[src/rtl/wb_spi_slave_if.sv]
// Wishbone slave bus (8-bit data, registered-feedback acks) shared by the host
// and the wb_spi_slave peripheral.
interface wb_spi_slave_if;
  logic [7:0] dat_i;
  logic [7:0] dat_o;
  logic       we_i;
  logic       stb_i;
  logic       ack_o;

  modport master (output dat_i, we_i, stb_i, input dat_o, ack_o);
  modport slave  (input dat_i, we_i, stb_i, output dat_o, ack_o);
endinterface

[src/rtl/fifo.sv]
// Synchronous byte queue with first-word-fall-through head, registered occupancy
// and a flush that overrides any coincident push or pop.
module fifo #(
  parameter int WIDTH = 8,
  parameter int DEPTH = 32
) (
  input  logic                   clk,
  input  logic                   rstz,
  input  logic                   clear,
  input  logic                   push,
  input  logic [WIDTH-1:0]       din,
  input  logic                   pop,
  output logic [WIDTH-1:0]       dout,
  output logic                   empty,
  output logic                   full,
  output logic [$clog2(DEPTH):0] size
);
  localparam int AW = $clog2(DEPTH);
  localparam logic [AW:0] FULL_COUNT = DEPTH[AW:0];

  logic [WIDTH-1:0] mem [DEPTH];
  logic [AW-1:0]    wrPtr_q, rdPtr_q;
  logic [AW:0]      count_q;
  logic             doPush, doPop;

  assign empty  = (count_q == '0);
  assign full   = (count_q == FULL_COUNT);
  assign doPush = push & ~full;
  assign doPop  = pop & ~empty;
  assign dout   = mem[rdPtr_q];
  assign size   = count_q;

  always_ff @(posedge clk) begin
    if (doPush) mem[wrPtr_q] <= din;
  end

  always_ff @(posedge clk or negedge rstz) begin
    if (!rstz) begin
      wrPtr_q <= '0;
      rdPtr_q <= '0;
      count_q <= '0;
    end else if (clear) begin
      wrPtr_q <= '0;
      rdPtr_q <= '0;
      count_q <= '0;
    end else begin
      if (doPush) wrPtr_q <= wrPtr_q + 1'b1;
      if (doPop)  rdPtr_q <= rdPtr_q + 1'b1;
      case ({doPush, doPop})
        2'b10:   count_q <= count_q + 1'b1;
        2'b01:   count_q <= count_q - 1'b1;
        default: count_q <= count_q;
      endcase
    end
  end
endmodule

[src/rtl/spi_slave.sv]
// SPI slave PHY: oversamples sclk/cs_n/mosi in the clk domain and shifts one byte
// per 8 sample edges in any CPOL/CPHA mode, MSB first.
module spi_slave (
  input  logic       clk,
  input  logic       rstz,
  input  logic       sclk,
  input  logic       cs_n,
  input  logic       mosi,
  input  logic       cpol,
  input  logic       cpha,
  output logic       miso,
  output logic       miso_oe,
  input  logic [7:0] din,
  input  logic       din_vld,
  output logic       din_rdy,
  output logic [7:0] dout,
  output logic       dout_vld
);
  enum logic {IDLE, ACTIVE} state_q, state_d;

  logic [1:0] sclkSync_q, csSync_q, mosiSync_q;
  logic       sclkPrev_q, csPrev_q, mosiDly_q;
  logic [2:0] bitCnt_q;
  logic [7:0] txShift_q, rxShift_q, dout_q;
  logic       doutVld_q;
  logic       sclkRise, sclkFall, csFall, csRise;
  logic       leadEdge, trailEdge, sampleEdge, shiftEdge;
  logic       doSample, doShift;

  assign sclkRise   = sclkSync_q[1] & ~sclkPrev_q;
  assign sclkFall   = ~sclkSync_q[1] & sclkPrev_q;
  assign csFall     = ~csSync_q[1] & csPrev_q;
  assign csRise     = csSync_q[1] & ~csPrev_q;
  assign leadEdge   = cpol ? sclkFall : sclkRise;
  assign trailEdge  = cpol ? sclkRise : sclkFall;
  assign sampleEdge = cpha ? trailEdge : leadEdge;
  assign shiftEdge  = cpha ? leadEdge : trailEdge;
  assign dout       = dout_q;
  assign dout_vld   = doutVld_q;

  always_ff @(posedge clk or negedge rstz) begin
    if (!rstz) state_q <= IDLE;
    else       state_q <= state_d;
  end

  always_comb begin
    state_d = state_q;
    if (state_q == IDLE && csFall)        state_d = ACTIVE;
    else if (state_q == ACTIVE && csRise) state_d = IDLE;
  end

  // The shift edge at bitCnt 0 is skipped so the freshly loaded MSB stays on miso.
  always_comb begin
    miso_oe  = (state_q == ACTIVE);
    miso     = (state_q == ACTIVE) ? txShift_q[7] : 1'b0;
    din_rdy  = 1'b0;
    doSample = 1'b0;
    doShift  = 1'b0;
    if (state_q == IDLE) begin
      din_rdy = csFall;
    end else if (!csRise) begin
      doSample = sampleEdge;
      doShift  = shiftEdge && (bitCnt_q != 3'd0);
      din_rdy  = sampleEdge && (bitCnt_q == 3'd7);
    end
  end

  always_ff @(posedge clk or negedge rstz) begin
    if (!rstz) begin
      sclkSync_q <= 2'b00;
      csSync_q   <= 2'b11;
      mosiSync_q <= 2'b00;
      sclkPrev_q <= 1'b0;
      csPrev_q   <= 1'b1;
      mosiDly_q  <= 1'b0;
      bitCnt_q   <= 3'd0;
      txShift_q  <= 8'h00;
      rxShift_q  <= 8'h00;
      dout_q     <= 8'h00;
      doutVld_q  <= 1'b0;
    end else begin
      sclkSync_q <= {sclkSync_q[0], sclk};
      csSync_q   <= {csSync_q[0], cs_n};
      mosiSync_q <= {mosiSync_q[0], mosi};
      sclkPrev_q <= sclkSync_q[1];
      csPrev_q   <= csSync_q[1];
      mosiDly_q  <= mosiSync_q[1];
      doutVld_q  <= 1'b0;
      if (din_rdy)      txShift_q <= din_vld ? din : 8'h00;
      else if (doShift) txShift_q <= {txShift_q[6:0], 1'b0};
      if (state_q == IDLE) begin
        bitCnt_q <= 3'd0;
      end else if (doSample) begin
        rxShift_q <= {rxShift_q[6:0], mosiDly_q};
        bitCnt_q  <= bitCnt_q + 3'd1;
        if (bitCnt_q == 3'd7) begin
          dout_q    <= {rxShift_q[6:0], mosiDly_q};
          doutVld_q <= 1'b1;
        end
      end
    end
  end
endmodule

[src/rtl/wb_spi_slave.sv]
// Wishbone-fronted SPI slave: host preloads TX bytes and drains RX bytes through
// two queues around the spi_slave PHY.
module wb_spi_slave #(
  parameter int BUFFER = 32
) (
  input  logic          clk,
  input  logic          rstz,
  wb_spi_slave_if.slave wb,
  input  logic          sclk,
  input  logic          cs_n,
  input  logic          mosi,
  output logic          miso,
  output logic          miso_oe,
  input  logic          cpol,
  input  logic          cpha,
  input  logic          tx_clear,
  input  logic          rx_clear,
  output logic [15:0]   tx_size,
  output logic [15:0]   rx_size,
  output logic          rx_overrun
);
  localparam int CW = $clog2(BUFFER) + 1;

  logic          wrAck_q, rdAck_q, rxOverrun_q;
  logic          txPush, txPop, txEmpty, txFull;
  logic          rxPop, rxEmpty, rxFull;
  logic [7:0]    txHead, rxHead, phyDout;
  logic          phyDinRdy, phyDoutVld;
  logic [CW-1:0] txCount, rxCount;

  // Registered-feedback acks: a held strobe is acked every cycle after the first.
  assign wb.ack_o   = wb.stb_i & (wrAck_q | rdAck_q);
  assign txPush     = wb.stb_i & wb.we_i & wrAck_q & ~txFull;
  assign rxPop      = wb.stb_i & ~wb.we_i & rdAck_q & ~rxEmpty;
  assign wb.dat_o   = rxEmpty ? 8'h00 : rxHead;
  assign txPop      = phyDinRdy & ~txEmpty;
  assign tx_size    = 16'(txCount);
  assign rx_size    = 16'(rxCount);
  assign rx_overrun = rxOverrun_q;

  always_ff @(posedge clk or negedge rstz) begin
    if (!rstz) begin
      wrAck_q     <= 1'b0;
      rdAck_q     <= 1'b0;
      rxOverrun_q <= 1'b0;
    end else begin
      wrAck_q <= wb.stb_i & wb.we_i;
      rdAck_q <= wb.stb_i & ~wb.we_i;
      if (rx_clear)                  rxOverrun_q <= 1'b0;
      else if (phyDoutVld && rxFull) rxOverrun_q <= 1'b1;
    end
  end

  fifo #(.WIDTH(8), .DEPTH(BUFFER)) u_txq (
    .clk(clk), .rstz(rstz), .clear(tx_clear),
    .push(txPush), .din(wb.dat_i), .pop(txPop), .dout(txHead),
    .empty(txEmpty), .full(txFull), .size(txCount)
  );

  fifo #(.WIDTH(8), .DEPTH(BUFFER)) u_rxq (
    .clk(clk), .rstz(rstz), .clear(rx_clear),
    .push(phyDoutVld), .din(phyDout), .pop(rxPop), .dout(rxHead),
    .empty(rxEmpty), .full(rxFull), .size(rxCount)
  );

  spi_slave u_phy (
    .clk(clk), .rstz(rstz), .sclk(sclk), .cs_n(cs_n), .mosi(mosi),
    .cpol(cpol), .cpha(cpha), .miso(miso), .miso_oe(miso_oe),
    .din(txHead), .din_vld(~txEmpty), .din_rdy(phyDinRdy),
    .dout(phyDout), .dout_vld(phyDoutVld)
  );
endmodule

[src/flat_wrapper.sv]
// flat-port wrapper written by rule: the top's interface ports become plain ports
module wb_spi_slave_flat 
#(
  parameter int BUFFER = 32
)
  (clk, rstz, sclk, cs_n, mosi, miso, miso_oe, cpol, cpha, tx_clear, rx_clear, tx_size, rx_size, rx_overrun, wb_dat_i, wb_we_i, wb_stb_i, wb_dat_o, wb_ack_o);
  wb_spi_slave_if wb_i ();
  input  logic clk;
  input  logic rstz;
  input  logic sclk;
  input  logic cs_n;
  input  logic mosi;
  output logic miso;
  output logic miso_oe;
  input  logic cpol;
  input  logic cpha;
  input  logic tx_clear;
  input  logic rx_clear;
  output logic [15:0] tx_size;
  output logic [15:0] rx_size;
  output logic rx_overrun;
  input wire logic [$bits(wb_i.dat_i)-1:0] wb_dat_i;
  input wire logic [$bits(wb_i.we_i)-1:0] wb_we_i;
  input wire logic [$bits(wb_i.stb_i)-1:0] wb_stb_i;
  output wire logic [$bits(wb_i.dat_o)-1:0] wb_dat_o;
  output wire logic [$bits(wb_i.ack_o)-1:0] wb_ack_o;
  assign wb_i.dat_i = wb_dat_i;
  assign wb_i.we_i = wb_we_i;
  assign wb_i.stb_i = wb_stb_i;
  assign wb_dat_o = wb_i.dat_o;
  assign wb_ack_o = wb_i.ack_o;
  wb_spi_slave #(.BUFFER(BUFFER)) u_core (.clk(clk), .rstz(rstz), .wb(wb_i), .sclk(sclk), .cs_n(cs_n), .mosi(mosi), .miso(miso), .miso_oe(miso_oe), .cpol(cpol), .cpha(cpha), .tx_clear(tx_clear), .rx_clear(rx_clear), .tx_size(tx_size), .rx_size(rx_size), .rx_overrun(rx_overrun));
endmodule
[config.mk]
export PLATFORM = sky130hd
export DESIGN_NAME = wb_spi_slave_flat
export DESIGN_NICKNAME = d
export VERILOG_FILES = /design/src/rtl/wb_spi_slave_if.sv /design/src/rtl/fifo.sv /design/src/rtl/spi_slave.sv /design/src/rtl/wb_spi_slave.sv /design/src/flat_wrapper.sv
export SDC_FILE = /design/constraint.sdc
export NUM_CORES = 1
export LEC_CHECK = 0
export ABC_AREA = 1
export CAP_MARGIN = 5
export CORE_MARGIN = 2
export CORE_UTILIZATION = 57
export CTS_CLUSTER_SIZE = 16
export DETAILED_ROUTE_END_ITERATION = 16
export PLACE_DENSITY = 0.85
export REMOVE_ABC_BUFFERS = 1
export SYNTH_ARGS = -nofsm -noshare
export SYNTH_HDL_FRONTEND = slang
export SYNTH_SLANG_ARGS = --single-unit
[constraint.sdc]
create_clock -name clk -period 3.55 [get_ports clk]
set_input_delay 0.5325 -clock clk [delete_from_list [all_inputs] [get_ports clk]]
set_output_delay 0.5325 -clock clk [all_outputs]
set_load 0.05 [all_outputs]
### Signal wires on met1

Scale bar: 50 um. Supply wires on this layer in grey.
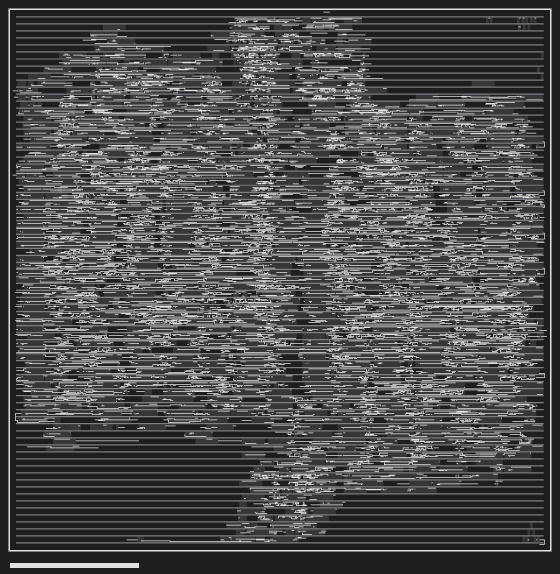
wire length on this layer: 20.4 mm
longest straight run: 47.8 um
nets with wire on the layer: 1,926
share of all routed wire: 36%
Vias: 16,100
met1 Use GR: 0.315

### Routing congestion map

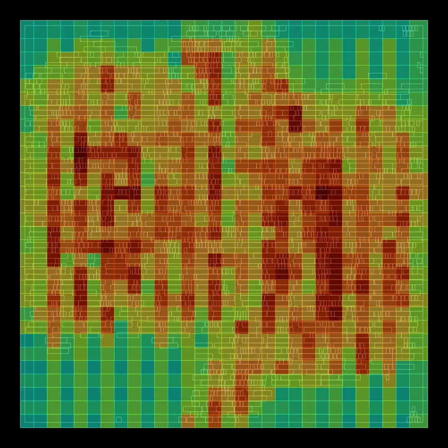
busiest layer in global routing: met2
drt wl/cell: 22.0 um

### Layout detail

Scale bar: 10 um. Window x 85 to 125, y 43 to 83 um. Cells in grey, sequential cells in the stronger grey; small squares are vias.
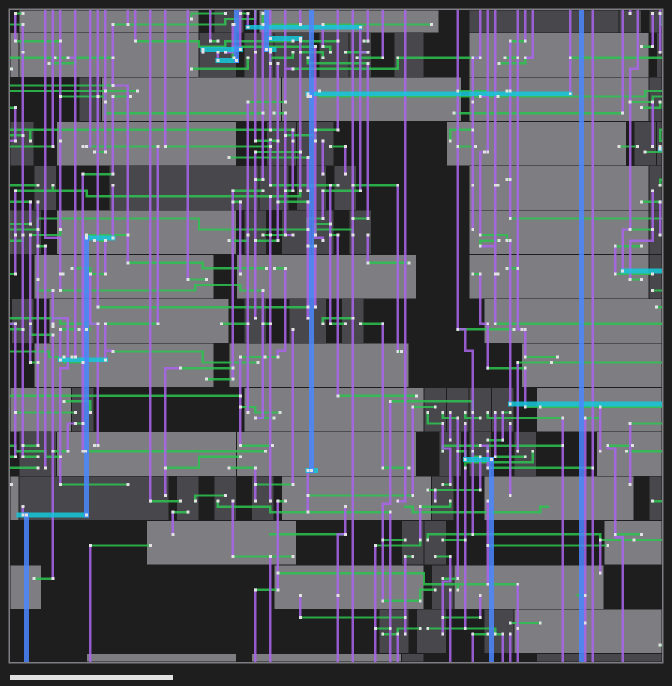
legend:
  blue:
    layer: M4
  green:
    layer: M1
  cyan:
    layer: M3
  purple:
    layer: M2
sequential cells in the window: 30
most frequent: edfxtp_1 (23), nor2_1 (15), o21ai_0 (12)
cells with their middle in the window: 79
netlist names of flops here include: u_core.u_txq.mem (14), u_core.u_rxq.mem (9), u_core.u_phy.dout (3)

### Met2 routing

Scale bar: 50 um.
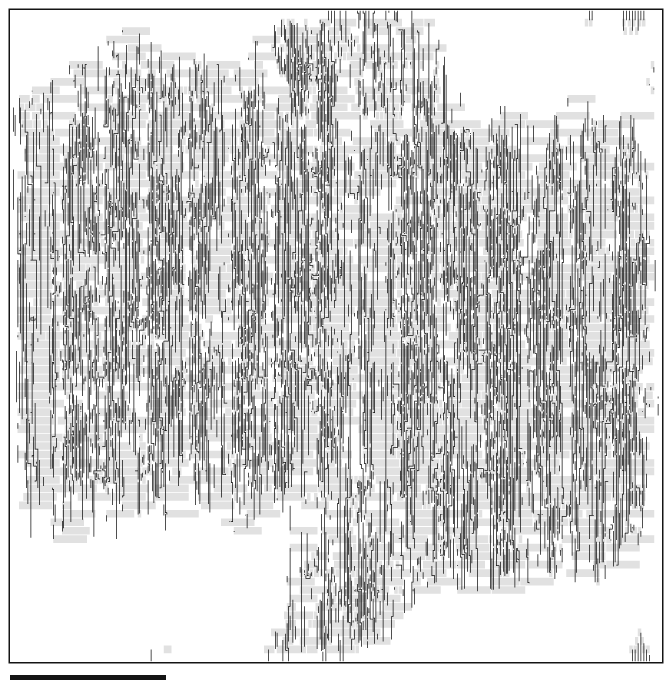
main direction: vertical
share of all routed wire: 51%
longest straight run: 77.9 um
grt met2 use: 0.446
drt total wl: 57,100 um

### Cells by drive strength

Scale bar: 50 um.
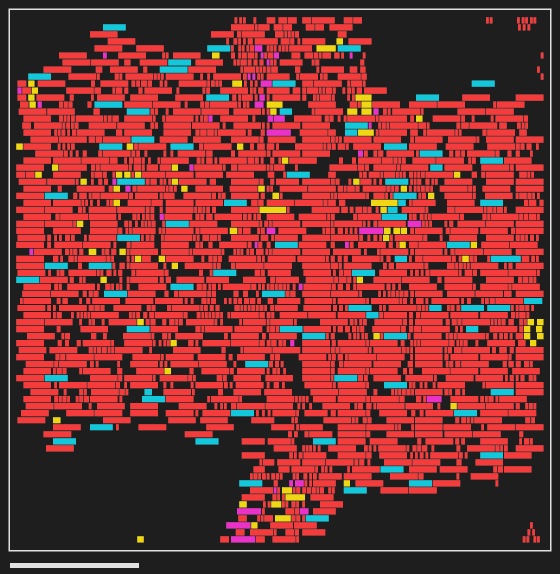
legend:
  red:
    size: x1 and smaller
    cells: 1,857
    share: 91%
  magenta:
    size: x2
    cells: 40
    share: 2.0%
  yellow:
    size: x3 and x4
    cells: 77
    share: 3.8%
  cyan:
    size: x6 and larger
    cells: 76
    share: 3.7%
final worst slack: 139 ps
fin area: 0.0269 sq mm

==> results.toml <==
# yosys + openroad results
[grt]
grt_pass1_wl_um = 87800
grt_util_met3 = 0.0449
grt_max_degree = 85

[clocking]
cts_made_buffers = 57
cts_resized = 1
cts_tree = "done"
htree_levels = 2

[flow_run]
openroad.warnings = 33

[final_layout]
seq_share = 0.640
comb_share = 0.221
top_regs = "u_core.u_rxq.mem x256, u_core.u_txq.mem x256"
seq_cells = 584
clock_area_frac = 0.0694
top_area_cell_class = "flip-flops and latches"
buffers = 93
final_common_cell = "edfxtp_1"

[synth]
top_area_cell = "edfxtp_1"
xor_share = 0.00109
synth_warnings = 0
syn_area_sq_mm = 0.0240
top_cell = "edfxtp_1"
synth_top_area_share = 0.639
ys_top_cells_by_area = "edfxtp_1, dfrtp_1, o21ai_0"
synth.area.mux_share = 0
top_logic_kind = "AND-OR/OR-AND gates"

[worst_setup_path]
crit_path_cell_trace = "clkbuf_8 > o21ai_0 > o22ai_1 > o221ai_1 > nand3_1 > o21ai_0 > a41oi_2 > buf_4"
cp_top_family = "AND-OR/OR-AND gates"
startpoint = "u_core.u_rxq.rdPtr_q[0]"
critPathCaptureType = "output port"
crit_fanout = 57
path_buffers = 2
cp_data_required_time_ps = 3020
r2r-start = "u_core.u_rxq.size[0]"
crit_path_end = "wb_dat_o[1]"
cpPeakStageDelay_ps = 460
crit_path_start_kind = "flip-flop"

[route]
highest_layer = "met4"
drt-met1-wl_um = 20400
drc = 0
wl_met3_um = 4650
first_pass_iters = 5

[die]
dieArea_sq_mm = 0.0438
io_pins = 63
dieWidth_um = 209
core-area_sq_mm = 0.0418
nWellTaps = 539

[power_and_ir_drop]
maxPowerGroup = "sequential cells"
power_frac_seq = 0.489
p_per_area_mw_per_mm2 = 586
clockPowerShare = 0.380
p_comb_mw = 2.07
power_mw = 15.7
power_clock_mw = 5.98
combPwrFrac = 0.131
powerSeq_mw = 7.69

[place]
place_congestion = 0.877
port_buffers = 42

[run_status]
status = "finished, final reports clean"

[final_timing]
fin_crit_sh = 0.961
tightestPinTransition_ps = 1360
slew_headroom = 0.0954
max_freq_ghz = 0.293
